**config.mk**
```make
export PLATFORM = sky130hd
export DESIGN_NAME = mem_stage
export DESIGN_NICKNAME = d
export VERILOG_FILES = /design/src/rtl/mem_stage.sv
export SDC_FILE = /design/constraint.sdc
export NUM_CORES = 1
export LEC_CHECK = 0
export CORE_MARGIN = 2
export CORE_UTILIZATION = 48
export CTS_CLUSTER_SIZE = 20
export DETAILED_ROUTE_END_ITERATION = 8
export PLACE_DENSITY = 0.95
export SETUP_SLACK_MARGIN = 0.02
export SLEW_MARGIN = 20
export SYNTH_ARGS = -nofsm -noshare
export SYNTH_HDL_FRONTEND = slang
export SYNTH_SLANG_ARGS = --single-unit
```
**constraint.sdc**
```tcl
create_clock -name clk -period 9 [get_ports clk]
set_clock_uncertainty 0.1 [all_clocks]
set_input_delay 2.7 -clock clk [delete_from_list [all_inputs] [get_ports clk]]
set_output_delay 2.7 -clock clk [all_outputs]
set_load 0.005 [all_outputs]
```
**src/rtl/mem_stage.sv**
```systemverilog
`default_nettype none
// ============================================================================
// Module   : mem_stage
// Purpose  : Memory-access stage of the five-stage pipeline. Consumes the
//            EX/MEM register, performs word loads/stores over a req/ack
//            data-memory port, stalls upstream while an access is in flight
//            and loads the MEM/WB register.
// Ports    : clk, rst                  - clock, async active-high reset
//            EX_MEM_*                  - EX/MEM pipeline register contents
//            dmem_req/we/addr/wdata    - registered data-memory request
//            dmem_rdata, dmem_ack      - data-memory response
//            MEM_stall, MEM_take       - combinational pipeline controls
//            MEM_WB_rd/regwrite/result - registered MEM/WB register
//            MEM_fault                 - one-cycle misalign/timeout pulse
// Revision : 1.0 - initial release
// ============================================================================
module mem_stage #(
    parameter int ACK_TIMEOUT = 16
) (
    input  logic        clk,
    input  logic        rst,
    input  logic [31:0] EX_MEM_ALU_result,
    input  logic [31:0] EX_MEM_rs2_data,
    input  logic [4:0]  EX_MEM_rd,
    input  logic        EX_MEM_memread,
    input  logic        EX_MEM_memwrite,
    input  logic        EX_MEM_memtoreg,
    input  logic        EX_MEM_regwrite,
    input  logic        EX_MEM_branch,
    input  logic        EX_MEM_zero,
    input  logic        EX_MEM_unconditional_jmp,
    output logic        dmem_req,
    output logic        dmem_we,
    output logic [31:0] dmem_addr,
    output logic [31:0] dmem_wdata,
    input  logic [31:0] dmem_rdata,
    input  logic        dmem_ack,
    output logic        MEM_stall,
    output logic        MEM_take,
    output logic [4:0]  MEM_WB_rd,
    output logic        MEM_WB_regwrite,
    output logic [31:0] MEM_WB_result,
    output logic        MEM_fault
);

    localparam int c_CNT_W = (ACK_TIMEOUT > 1) ? $clog2(ACK_TIMEOUT) : 1;
    // Last WAIT-cycle count before the access is abandoned.
    localparam logic [c_CNT_W-1:0] c_TMO_LAST =
        c_CNT_W'((ACK_TIMEOUT == 0) ? 0 : ACK_TIMEOUT - 1);
    localparam logic c_TMO_EN = (ACK_TIMEOUT != 0);

    localparam logic [1:0] S_IDLE = 2'd0;
    localparam logic [1:0] S_WAIT = 2'd1;
    localparam logic [1:0] S_DONE = 2'd2;

    logic [1:0]         r_state;
    logic [c_CNT_W-1:0] r_wait_cnt;
    logic               r_timeout;
    logic [31:0]        r_rdata;

    logic w_pending;
    logic w_misaligned;
    logic w_tmo_hit;
    logic w_wb_regwrite;

    assign w_pending     = EX_MEM_memread | EX_MEM_memwrite;
    assign w_misaligned  = (EX_MEM_ALU_result[1:0] != 2'b00);
    assign w_tmo_hit     = c_TMO_EN && (r_wait_cnt == c_TMO_LAST);
    assign w_wb_regwrite = EX_MEM_regwrite & (EX_MEM_rd != 5'd0);

    // Stall starts in the IDLE cycle that detects an aligned access so the
    // EX/MEM register is frozen from detection until DONE.
    always_comb begin
        MEM_stall = 1'b0;
        if (r_state == S_WAIT) begin
            MEM_stall = 1'b1;
        end else if (r_state == S_IDLE && w_pending && !w_misaligned) begin
            MEM_stall = 1'b1;
        end
    end

    assign MEM_take = ((EX_MEM_branch & EX_MEM_zero) | EX_MEM_unconditional_jmp)
                      & ~MEM_stall;

    always_ff @(posedge clk or posedge rst) begin
        if (rst) begin
            r_state         <= S_IDLE;
            r_wait_cnt      <= '0;
            r_timeout       <= 1'b0;
            r_rdata         <= 32'd0;
            dmem_req        <= 1'b0;
            dmem_we         <= 1'b0;
            dmem_addr       <= 32'd0;
            dmem_wdata      <= 32'd0;
            MEM_WB_rd       <= 5'd0;
            MEM_WB_regwrite <= 1'b0;
            MEM_WB_result   <= 32'd0;
            MEM_fault       <= 1'b0;
        end else begin
            MEM_fault <= 1'b0;
            case (r_state)
                S_IDLE: begin
                    if (!w_pending) begin
                        MEM_WB_rd       <= EX_MEM_rd;
                        MEM_WB_regwrite <= w_wb_regwrite;
                        MEM_WB_result   <= EX_MEM_ALU_result;
                    end else begin
                        // Any memory op (faulting or issued) leaves a bubble.
                        MEM_WB_rd       <= 5'd0;
                        MEM_WB_regwrite <= 1'b0;
                        MEM_WB_result   <= 32'd0;
                        if (w_misaligned) begin
                            MEM_fault <= 1'b1;
                        end else begin
                            dmem_addr  <= {EX_MEM_ALU_result[31:2], 2'b00};
                            dmem_wdata <= EX_MEM_rs2_data;
                            dmem_we    <= EX_MEM_memwrite;
                            dmem_req   <= 1'b1;
                            r_wait_cnt <= '0;
                            r_state    <= S_WAIT;
                        end
                    end
                end

                S_WAIT: begin
                    MEM_WB_rd       <= 5'd0;
                    MEM_WB_regwrite <= 1'b0;
                    MEM_WB_result   <= 32'd0;
                    r_wait_cnt      <= r_wait_cnt + 1'b1;
                    if (dmem_ack) begin
                        r_rdata  <= dmem_rdata;
                        dmem_req <= 1'b0;
                        r_state  <= S_DONE;
                    end else if (w_tmo_hit) begin
                        dmem_req  <= 1'b0;
                        r_timeout <= 1'b1;
                        r_state   <= S_DONE;
                    end
                end

                S_DONE: begin
                    MEM_WB_rd       <= EX_MEM_rd;
                    MEM_WB_regwrite <= w_wb_regwrite & ~r_timeout;
                    MEM_WB_result   <= EX_MEM_memtoreg ? r_rdata : EX_MEM_ALU_result;
                    MEM_fault       <= r_timeout;
                    r_wait_cnt      <= '0;
                    r_timeout       <= 1'b0;
                    r_state         <= S_IDLE;
                end

                default: begin
                    dmem_req <= 1'b0;
                    r_state  <= S_IDLE;
                end
            endcase
        end
    end

endmodule
`default_nettype wire

```
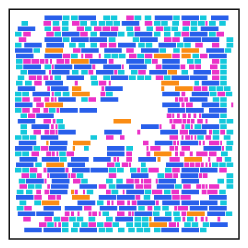
*Placement by cell class, run 1*
(2 px per um)
Blue stands for flip-flops, cells 142, share of their area 43%. Magenta stands for all other logic, cells 259, share of their area 25%. Orange stands for clock drivers and dummy loads, cells 26, share of their area 5.9%. Cyan stands for other buffers and delay cells, cells 221, share of their area 26%.

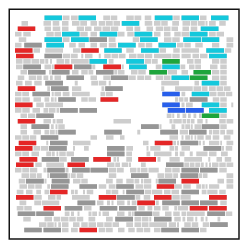
*Register map, names as in the netlist, run 1*
(2 px per um)
Red stands for dmem_addr, flops 30, where all over the die. Green stands for MEM_WB_rd, flops 5, where top right. Cyan stands for dmem_wdata, flops 32. Blue stands for r_wait_cnt, flops 4, where right middle.

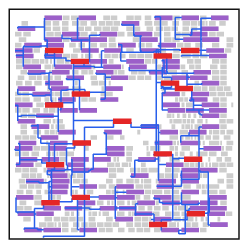
*Clock network drawn from the DEF, run 1*
(2 px per um)
Red stands for cells driving clock nets, count 17. Blue stands for clock wires, length 1670 um. Purple stands for flip-flops, count 142.
There are 18 routed clock nets.

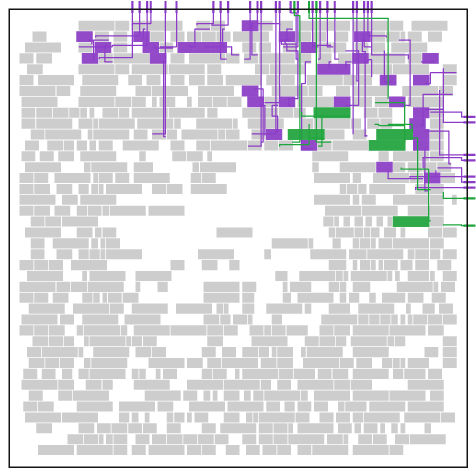
*Port wiring, run 1*
(4 px per um)
Green stands for MEM_WB_rd, bits 5, direction output, edge 3 top, 2 right, end cells 5, buffers 5, wire 235 um. Purple stands for EX_MEM_rs2_data, bits 32, direction input, edge 25 top, 7 right, end cells 32, buffers 32, wire 878 um.

==> results.yml, run 1 <==
# flow metrics
yosys:
  synth.top_cell.area_share: 0.6108
  ys_sh_adder: 0.01075
  yosysChipArea_sq_mm: 0.005818
  synth.area.top_cells: "sky130_fd_sc_hd__dfrtp_1, sky130_fd_sc_hd__mux2_2, sky130_fd_sc_hd__a22oi_1"
  ys.flops: 142
  xor_area_frac: 0
timing:
  final.period_utilization: 0.8258
  setup_ws_ns: 1.568
  rsz0062_at_grt: "false"
drt:
  wl_met1_mm: 5.877
  dr_vias_cell: 5.473
cells_and_area:
  seq_cell_count: 142
  design_area_sq_mm: 0.008518
  layout.area.top_class: "registers"
  final-clk-cell-share: 0.05787
setup_path:
  worst_reg_to_reg_path_cell_count: 6
  crit_path_cell_trace: "clkdlybuf4s50_1 > o21ai_2 > or3_4 > or2b_1 > nor2_1 > clkdlybuf4s50_1"
  path_max_fanout: 13
  critPathSlowestCell: "sky130_fd_sc_hd__clkdlybuf4s50_1"
  crit_arrival_ns: 4.63
outcome:
  status: "complete, no violations"
floorplan:
  n_taps: 147
  floorplan.rows: 40
  core_outline_area_sq_mm: 0.01191
worst_hold_path:
  min_from: "MEM_WB_result[18]$_DFFE_PP0N_"
  min_delay_path_depth: 2
clock_tree:
  cts-htree-levels: 4
global_route:
  overflow: 0
  first_global_vias: 4691
placement:
  globalplace.congestion: 0.8338
  dp_worst_setup_slack_ns: 1.573
  place.port_buffers: 215
run:
  warnings: 29
pwr:
  combPwrFrac: 0.381
  netSwitchingFraction: 0.2864
==> run 1 -> run 2 <==
- CORE_UTILIZATION: 48 -> 44
- PLACE_DENSITY: 0.95 -> 0.92
- clock period: 9 -> 7.4 ns (I/O delays scaled with it)
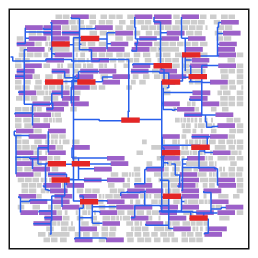
*Clock network drawn from the DEF, run 2*
(2 px per um)
Red stands for cells driving clock nets, count 17. Purple stands for flip-flops, count 142. Blue stands for clock wires, length 1720 um.
There are 18 routed clock nets.

==> run 2 against run 1 <==
  * Setup slack worse by 0.64 ns
  * Global-route usage down 2.8 points
  * Flip-flop count unchanged
  * Register-to-register slack worse by 1.6 ns
  * Synthesized area unchanged
  * Combinational power up 21%
  * Final area up 2.5%
  * Non-clock buffer count unchanged
  * Worst hold slack better by 0.0062 ns
  * Synthesized cell count unchanged
  * Clock-buffer cell count down 5
  * Sequential power up 21%
  * Critical path type unchanged
  * Largest cell class unchanged
  * Largest power group unchanged
==> results.yml, run 2 <==
# flow metrics
setup_path:
  setup.worst_path.end: "MEM_take"
  critPathSlowestCell: "sky130_fd_sc_hd__clkdlybuf4s50_1"
  crit_path_cell_trace: "clkdlybuf4s50_1 > o21ai_2 > or3_4 > or2b_1 > nor2_1 > clkdlybuf4s50_1"
  worst_reg_to_reg_path_cell_count: 6
  crit_arrival_ns: 4.15
timing:
  setup_ws_ns: 0.9278
  max_clock_freq_ghz: 0.1545
  max_slew.worst_pin.slew_ns: 1.076
  tns_ns: 0
  final.period_utilization: 0.8746
  rsz0062_at_grt: "false"
worst_hold_path:
  min_to: "MEM_WB_result[28]$_DFFE_PP0N_"
  min_delay_path_depth: 2
  min_from: "MEM_WB_result[28]$_DFFE_PP0N_"
global_route:
  first_global_vias: 4648
  overflow: 0
  gr-max-usage-layer: "met2"
  globalRouteTotalUtil: 0.2191
cells_and_area:
  seq_cell_count: 142
  layout.area.top_class: "registers"
yosys:
  ys.flops: 142
  synth.top_cell.area_share: 0.6108
  xor_area_frac: 0
  ys_sh_adder: 0.01075
  synth.area.top_cells: "sky130_fd_sc_hd__dfrtp_1, sky130_fd_sc_hd__mux2_2, sky130_fd_sc_hd__a22oi_1"
  post-synth-top-area-cell: "sky130_fd_sc_hd__dfrtp_1"
pwr:
  powerComb_uw: 1270
  proportion_of_power_drawn_by_flip_flops_and_latches: 0.374
  netSwitchingPower_uw: 986.2
  netSwitchingFraction: 0.2772
  combPwrFrac: 0.356
placement:
  globalplace.congestion: 0.7841
  place.port_buffers: 215
  hpwlAfterDp_mm: 10.51
  dp_worst_setup_slack_ns: 0.9226
  dp.cells: 798
drt:
  dr_vias_cell: 5.158
  wl_met1_mm: 5.810
outcome:
  status: "complete, no violations"
clock_tree:
  cts_buffers: 17
  clock_insertion_delay_worst_skew_ns: 0.42
floorplan:
  n_taps: 176
  die_height_um: 119.0
  floorplan.rows: 42
run:
  warnings: 31
Power is estimated from default activity; no workload was simulated.
